`src/rtl/completer_node_pkg.sv`:
```
// Shared types and default widths for the completer node (CN) slice.
package completer_node_pkg;

  localparam int CN_ADDR_WIDTH = 32;
  localparam int CN_DATA_WIDTH = 32;
  localparam int NUM_RN        = 4;

  typedef enum logic [1:0] {
    ST_IDLE,
    ST_SETUP,
    ST_ACCESS,
    ST_RESP
  } cn_state_e;

endpackage

```
`src/rtl/cn_arbiter.sv`:
```
// Four-way round-robin arbiter. The search starts at the RN after the last winner.
// The pointer advances only when a grant is taken (adv high).
module cn_arbiter
  import completer_node_pkg::*;
(
  input  logic              pclk,
  input  logic              preset_n,
  input  logic [NUM_RN-1:0] req,
  input  logic              adv,
  output logic [NUM_RN-1:0] grant
);

  logic [1:0] prio_q;
  logic [1:0] win_idx;
  logic       found;

  // The two-bit index sum wraps naturally from RN4 back to RN1.
  always_comb begin
    grant   = '0;
    win_idx = prio_q;
    found   = 1'b0;
    for (int k = 0; k < NUM_RN; k++) begin
      if (!found && req[prio_q + 2'(k)]) begin
        win_idx = prio_q + 2'(k);
        found   = 1'b1;
      end
    end
    if (found) grant[win_idx] = 1'b1;
  end

  always_ff @(posedge pclk or negedge preset_n) begin
    if (!preset_n) begin
      prio_q <= 2'd0;
    end else if (adv && found) begin
      prio_q <= win_idx + 2'd1;
    end
  end

endmodule

```
`src/rtl/completer_node.sv`:
```
// Completer node: arbitrates four RN request flits, replays the winner as an APB
// transfer and returns the response flit. Define CN_TIMEOUT_EN for the ACCESS timeout.
module completer_node
  import completer_node_pkg::*;
#(
  parameter int ADDR_WIDTH     = CN_ADDR_WIDTH,
  parameter int DATA_WIDTH     = CN_DATA_WIDTH,
  parameter int REQ_FLIT_WIDTH = ADDR_WIDTH + DATA_WIDTH + DATA_WIDTH/8 + 8,
  parameter int RSP_FLIT_WIDTH = DATA_WIDTH + 2,
  parameter int TIMEOUT_CYCLES = 256
) (
  input  logic                      pclk,
  input  logic                      preset_n,
  input  logic [NUM_RN-1:0]         rn_valid,
  output logic [NUM_RN-1:0]         cn_ready,
  input  logic [REQ_FLIT_WIDTH-1:0] icn_txreq_1,
  input  logic [REQ_FLIT_WIDTH-1:0] icn_txreq_2,
  input  logic [REQ_FLIT_WIDTH-1:0] icn_txreq_3,
  input  logic [REQ_FLIT_WIDTH-1:0] icn_txreq_4,
  output logic [RSP_FLIT_WIDTH-1:0] icn_rxrsp_1,
  output logic [RSP_FLIT_WIDTH-1:0] icn_rxrsp_2,
  output logic [RSP_FLIT_WIDTH-1:0] icn_rxrsp_3,
  output logic [RSP_FLIT_WIDTH-1:0] icn_rxrsp_4,
  output logic [ADDR_WIDTH-1:0]     paddr,
  output logic [2:0]                pprot,
  output logic                      pnse,
  output logic                      psel,
  output logic                      penable,
  output logic                      pwrite,
  output logic [DATA_WIDTH-1:0]     pwdata,
  output logic [DATA_WIDTH/8-1:0]   pstrb,
  output logic                      pwakeup,
  input  logic                      pready,
  input  logic [DATA_WIDTH-1:0]     prdata,
  input  logic                      pslverr
);

  cn_state_e state_q, state_d;

  logic [NUM_RN-1:0]         grant;
  logic [NUM_RN-1:0]         winner_q;
  logic [REQ_FLIT_WIDTH-1:0] txreq [NUM_RN];
  logic [REQ_FLIT_WIDTH-1:0] sel_flit;
  logic                      take_req;
  logic                      timeout_hit;
  logic                      rsp_active;
  logic [RSP_FLIT_WIDTH-1:0] rsp_flit;

  logic [ADDR_WIDTH-1:0]   f_addr;
  logic [2:0]              f_prot;
  logic                    f_nse, f_psel, f_penable, f_write, f_wake;
  logic [DATA_WIDTH-1:0]   f_wdata;
  logic [DATA_WIDTH/8-1:0] f_strb;
  logic                    unused_phase_bits;

  logic [ADDR_WIDTH-1:0]   paddr_q;
  logic [2:0]              pprot_q;
  logic                    pnse_q, pwrite_q, pwakeup_q, pslverr_q;
  logic [DATA_WIDTH-1:0]   pwdata_q, prdata_q;
  logic [DATA_WIDTH/8-1:0] pstrb_q;

  assign txreq[0] = icn_txreq_1;
  assign txreq[1] = icn_txreq_2;
  assign txreq[2] = icn_txreq_3;
  assign txreq[3] = icn_txreq_4;

  assign take_req = (state_q == ST_IDLE) && (|rn_valid);
  assign cn_ready = (state_q == ST_IDLE) ? grant : '0;

  cn_arbiter u_arbiter (
    .pclk     (pclk),
    .preset_n (preset_n),
    .req      (rn_valid),
    .adv      (state_q == ST_IDLE),
    .grant    (grant)
  );

  always_comb begin
    sel_flit = '0;
    for (int i = 0; i < NUM_RN; i++) begin
      if (grant[i]) sel_flit = txreq[i];
    end
  end

  // The flit's own psel/penable bits are dropped; the CN regenerates the phases.
  assign {f_addr, f_prot, f_nse, f_psel, f_penable, f_write, f_wdata, f_strb, f_wake} = sel_flit;
  assign unused_phase_bits = f_psel ^ f_penable;

`ifdef CN_TIMEOUT_EN
  localparam int TO_W = $clog2(TIMEOUT_CYCLES + 1);
  logic [TO_W-1:0] to_cnt;

  always_ff @(posedge pclk or negedge preset_n) begin
    if (!preset_n) begin
      to_cnt <= '0;
    end else if (state_q == ST_SETUP) begin
      to_cnt <= '0;
    end else if (state_q == ST_ACCESS) begin
      to_cnt <= to_cnt + TO_W'(1);
    end
  end

  assign timeout_hit = (state_q == ST_ACCESS) && !pready && (to_cnt == TO_W'(TIMEOUT_CYCLES - 1));
`else
  assign timeout_hit = 1'b0;
`endif

  always_ff @(posedge pclk or negedge preset_n) begin
    if (!preset_n) state_q <= ST_IDLE;
    else           state_q <= state_d;
  end

  always_comb begin
    state_d = state_q;
    case (state_q)
      ST_IDLE:   if (|rn_valid) state_d = ST_SETUP;
      ST_SETUP:  state_d = ST_ACCESS;
      ST_ACCESS: if (pready || timeout_hit) state_d = ST_RESP;
      ST_RESP:   state_d = ST_IDLE;
      default:   state_d = ST_IDLE;
    endcase
  end

  always_comb begin
    psel       = 1'b0;
    penable    = 1'b0;
    rsp_active = 1'b0;
    case (state_q)
      ST_SETUP:  psel = 1'b1;
      ST_ACCESS: begin
        psel    = 1'b1;
        penable = 1'b1;
      end
      ST_RESP:   rsp_active = 1'b1;
      default:   ;
    endcase
  end

  always_ff @(posedge pclk or negedge preset_n) begin
    if (!preset_n) begin
      winner_q  <= '0;
      paddr_q   <= '0;
      pprot_q   <= '0;
      pnse_q    <= 1'b0;
      pwrite_q  <= 1'b0;
      pwdata_q  <= '0;
      pstrb_q   <= '0;
      pwakeup_q <= 1'b0;
    end else if (take_req) begin
      winner_q  <= grant;
      paddr_q   <= f_addr;
      pprot_q   <= f_prot;
      pnse_q    <= f_nse;
      pwrite_q  <= f_write;
      pwdata_q  <= f_wdata;
      pstrb_q   <= f_strb;
      pwakeup_q <= f_wake;
    end
  end

  // A timeout abort reports as an error response with zero data.
  always_ff @(posedge pclk or negedge preset_n) begin
    if (!preset_n) begin
      prdata_q  <= '0;
      pslverr_q <= 1'b0;
    end else if (state_q == ST_ACCESS) begin
      if (pready) begin
        prdata_q  <= prdata;
        pslverr_q <= pslverr;
      end else if (timeout_hit) begin
        prdata_q  <= '0;
        pslverr_q <= 1'b1;
      end
    end
  end

  assign paddr   = paddr_q;
  assign pprot   = pprot_q;
  assign pnse    = pnse_q;
  assign pwrite  = pwrite_q;
  assign pwdata  = pwdata_q;
  assign pstrb   = pwrite_q ? pstrb_q : '0;
  assign pwakeup = pwakeup_q;

  assign rsp_flit    = {1'b1, prdata_q, pslverr_q};
  assign icn_rxrsp_1 = (rsp_active && winner_q[0]) ? rsp_flit : '0;
  assign icn_rxrsp_2 = (rsp_active && winner_q[1]) ? rsp_flit : '0;
  assign icn_rxrsp_3 = (rsp_active && winner_q[2]) ? rsp_flit : '0;
  assign icn_rxrsp_4 = (rsp_active && winner_q[3]) ? rsp_flit : '0;

endmodule
```
`config.mk`:
```
export PLATFORM = sky130hd
export DESIGN_NAME = completer_node
export DESIGN_NICKNAME = d
export VERILOG_FILES = /design/src/rtl/completer_node_pkg.sv /design/src/rtl/cn_arbiter.sv /design/src/rtl/completer_node.sv
export SDC_FILE = /design/constraint.sdc
export NUM_CORES = 1
export LEC_CHECK = 0
export CAP_MARGIN = 10
export CORE_AREA = 4 4 213 215
export DETAILED_ROUTE_END_ITERATION = 10
export DIE_AREA = 0 0 217 219
export PLACE_DENSITY = 0.5
export SLEW_MARGIN = 20
export SYNTH_ARGS = -nofsm -noshare
export SYNTH_HDL_FRONTEND = slang
export SYNTH_SLANG_ARGS = --single-unit
```
`constraint.sdc`:
```
create_clock -name pclk -period 2.25 [get_ports pclk]
set_input_delay 0.225 -clock pclk [delete_from_list [all_inputs] [get_ports pclk]]
set_output_delay 0.225 -clock pclk [all_outputs]
set_load 0.1 [all_outputs]
```
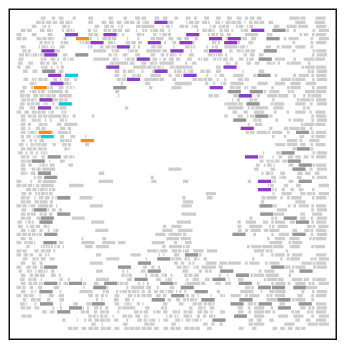
*Sequential cells grouped by signal name*
(1.5 px per um) Other sequential cells in the stronger gray, the rest of the logic in the fainter gray.
purple -> `paddr`  # placed flops 32
orange -> `pstrb_q`  # placed flops 4
cyan -> `pprot`  # placed flops 3
not colored = 76
sequential share of cell area: 16.2%
FF/Latch Area: 0.00288 mm2
Finished Core Util: 40.5%

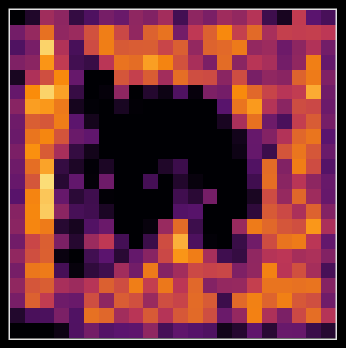
*Placement density heat map*
(1.5 px per um) 22 x 22 tiles, from black (low) to pale yellow (high), 0 to 100% covered.
fullest tile = 93%
nearly empty tiles = 17%
mean over tiles = 36%
emptiest ninth of the die = middle
tiles over 75% full = 3.7%

==> flow_metrics.py <==
# Flow results
metrics = {
    "clock_tree": {
        "clkLatencyLatePin_ns": 0.45,
        "htree_levels": 4,
        "cts_root_buf": "sky130_fd_sc_hd__clkbuf_16",
        "cts_buffer_depth": 2,
    },
    "routing": {
        "vias": 10200,
        "remaining_drc_errors": 0,
        "wirelength_um": 48500,
        "drt-initial-drc-count": 515,
    },
    "synthesis": {
        "mappedNetlistArea_mm2": 0.00801,
        "synth_flop_count": 115,
        "synth-async-reset-ratio_pct": 100,
        "most_frequent_cell_after_synthesis": "sky130_fd_sc_hd__a21oi_1",
        "net_count_entering_floorplan": 1313,
        "yosys-stat-area_mm2": 0.00801,
        "synth_top_cell_by_area": "sky130_fd_sc_hd__dfrtp_1",
        "enable_flop_cells": 0,
    },
    "worst_setup_path": {
        "max_stage_delay_ns": 0.42,
        "worstSetupEndpoint": "cn_ready[3]",
        "critPathKind": "reg -> out",
        "critical_path.slowest_cell": "sky130_fd_sc_hd__dfrtp_1",
    },
    "final_timing": {
        "hold_slack_ns": 0.326,
        "final_critical_path_setup_slack_ns": -0.188,
        "final.period_utilization_pct": 108,
        "timing.slew.headroom_pct": 63.1,
        "setup_viol": 78,
        "worst_pin_slew_ns": 0.553,
    },
    "status": {
        "failed_checks": "negative setup slack",
        "status": "finished with violations",
    },
    "global_route": {
        "grt_start_max_net_pins": 53,
        "grt_overflow_total": 0,
    },
    "power_and_ir_drop": {
        "switching_share_of_power_pct": 55.9,
        "power.combinational.fraction_pct": 75.7,
        "seq-power_mw": 4.11,
        "power.combinational.total_mw": 21.5,
        "share_clk_of_total_power_pct": 9.9,
    },
    "worst_hold_path": {
        "hold_path_class": "in -> async",
    },
    "place": {
        "gp_congestion": 0.886,
    },
    "layout": {
        "largest_cell_class": "buffers",
        "finish.instance_area_mm2": 0.0177,
    },
    "die": {
        "initial_utilization_pct": 18.3,
        "die-height_um": 219,
        "n_taps": 592,
    },
}
[metrics by stage]
| stage | instances | worst slack, ns | utilization [%] |
|---|---|---|---|
| 2_1_floorplan | 962 | -0.0308 | - |
| 3_3_place_gp | 2080 | -0.395 | 36.3 |
| 3_5_place_dp | 2080 | -0.467 | 36.3 |
| 4_1_cts | 2128 | -0.227 | 38.5 |
| 5_1_grt | 2159 | -0.262 | 40.5 |
| 6_report | 2161 | -0.188 | 40.5 |
[metal layers]
metal  global-route usage [%]  wire [um]  vias up
li1                         -          -     4661
met1                     21.1      19500     4948
met2                     31.1      24200      521
met3                     5.08       3650       67
met4                     5.43       1090        0
met5                        0          0        -
[kinds of logic (layout without fill, tap and decap cells)]
family                     after synthesis  in the layout  synth area share [%]
and+or+nand+nor                        305            305                  22.5
AOI/OAI and AO/OA                      316            316                  25.2
other                                    0              2                     0
buffers and inverters                  185            790                  10.5
DFF                                    115            115                  35.9
muxes                                   34             34                  4.78
adders and majority gates                7              7                  1.09
[cells in the final DEF, fill, tap and decap left out, types with 35 or more instances in the layout]
cell	n
sky130_fd_sc_hd__clkdlybuf4s50_1	333
sky130_fd_sc_hd__a21oi_1	165
sky130_fd_sc_hd__buf_12	162
sky130_fd_sc_hd__buf_4	133
sky130_fd_sc_hd__and3_1	132
sky130_fd_sc_hd__dfrtp_1	115
sky130_fd_sc_hd__inv_1	77
sky130_fd_sc_hd__nor2_1	75
sky130_fd_sc_hd__nand3b_1	74
sky130_fd_sc_hd__a221o_1	74
sky130_fd_sc_hd__a21oi_2	61
sky130_fd_sc_hd__clkbuf_16	35
[critical path: cells and delay by family, from the launching register on]
kind	cells	cell delay, ns
and+or+nand+nor	2	0.31
DFF	1	0.42
buffers and inverters	3	0.42
adders and majority gates	1	0.16
AOI/OAI and AO/OA	2	0.45
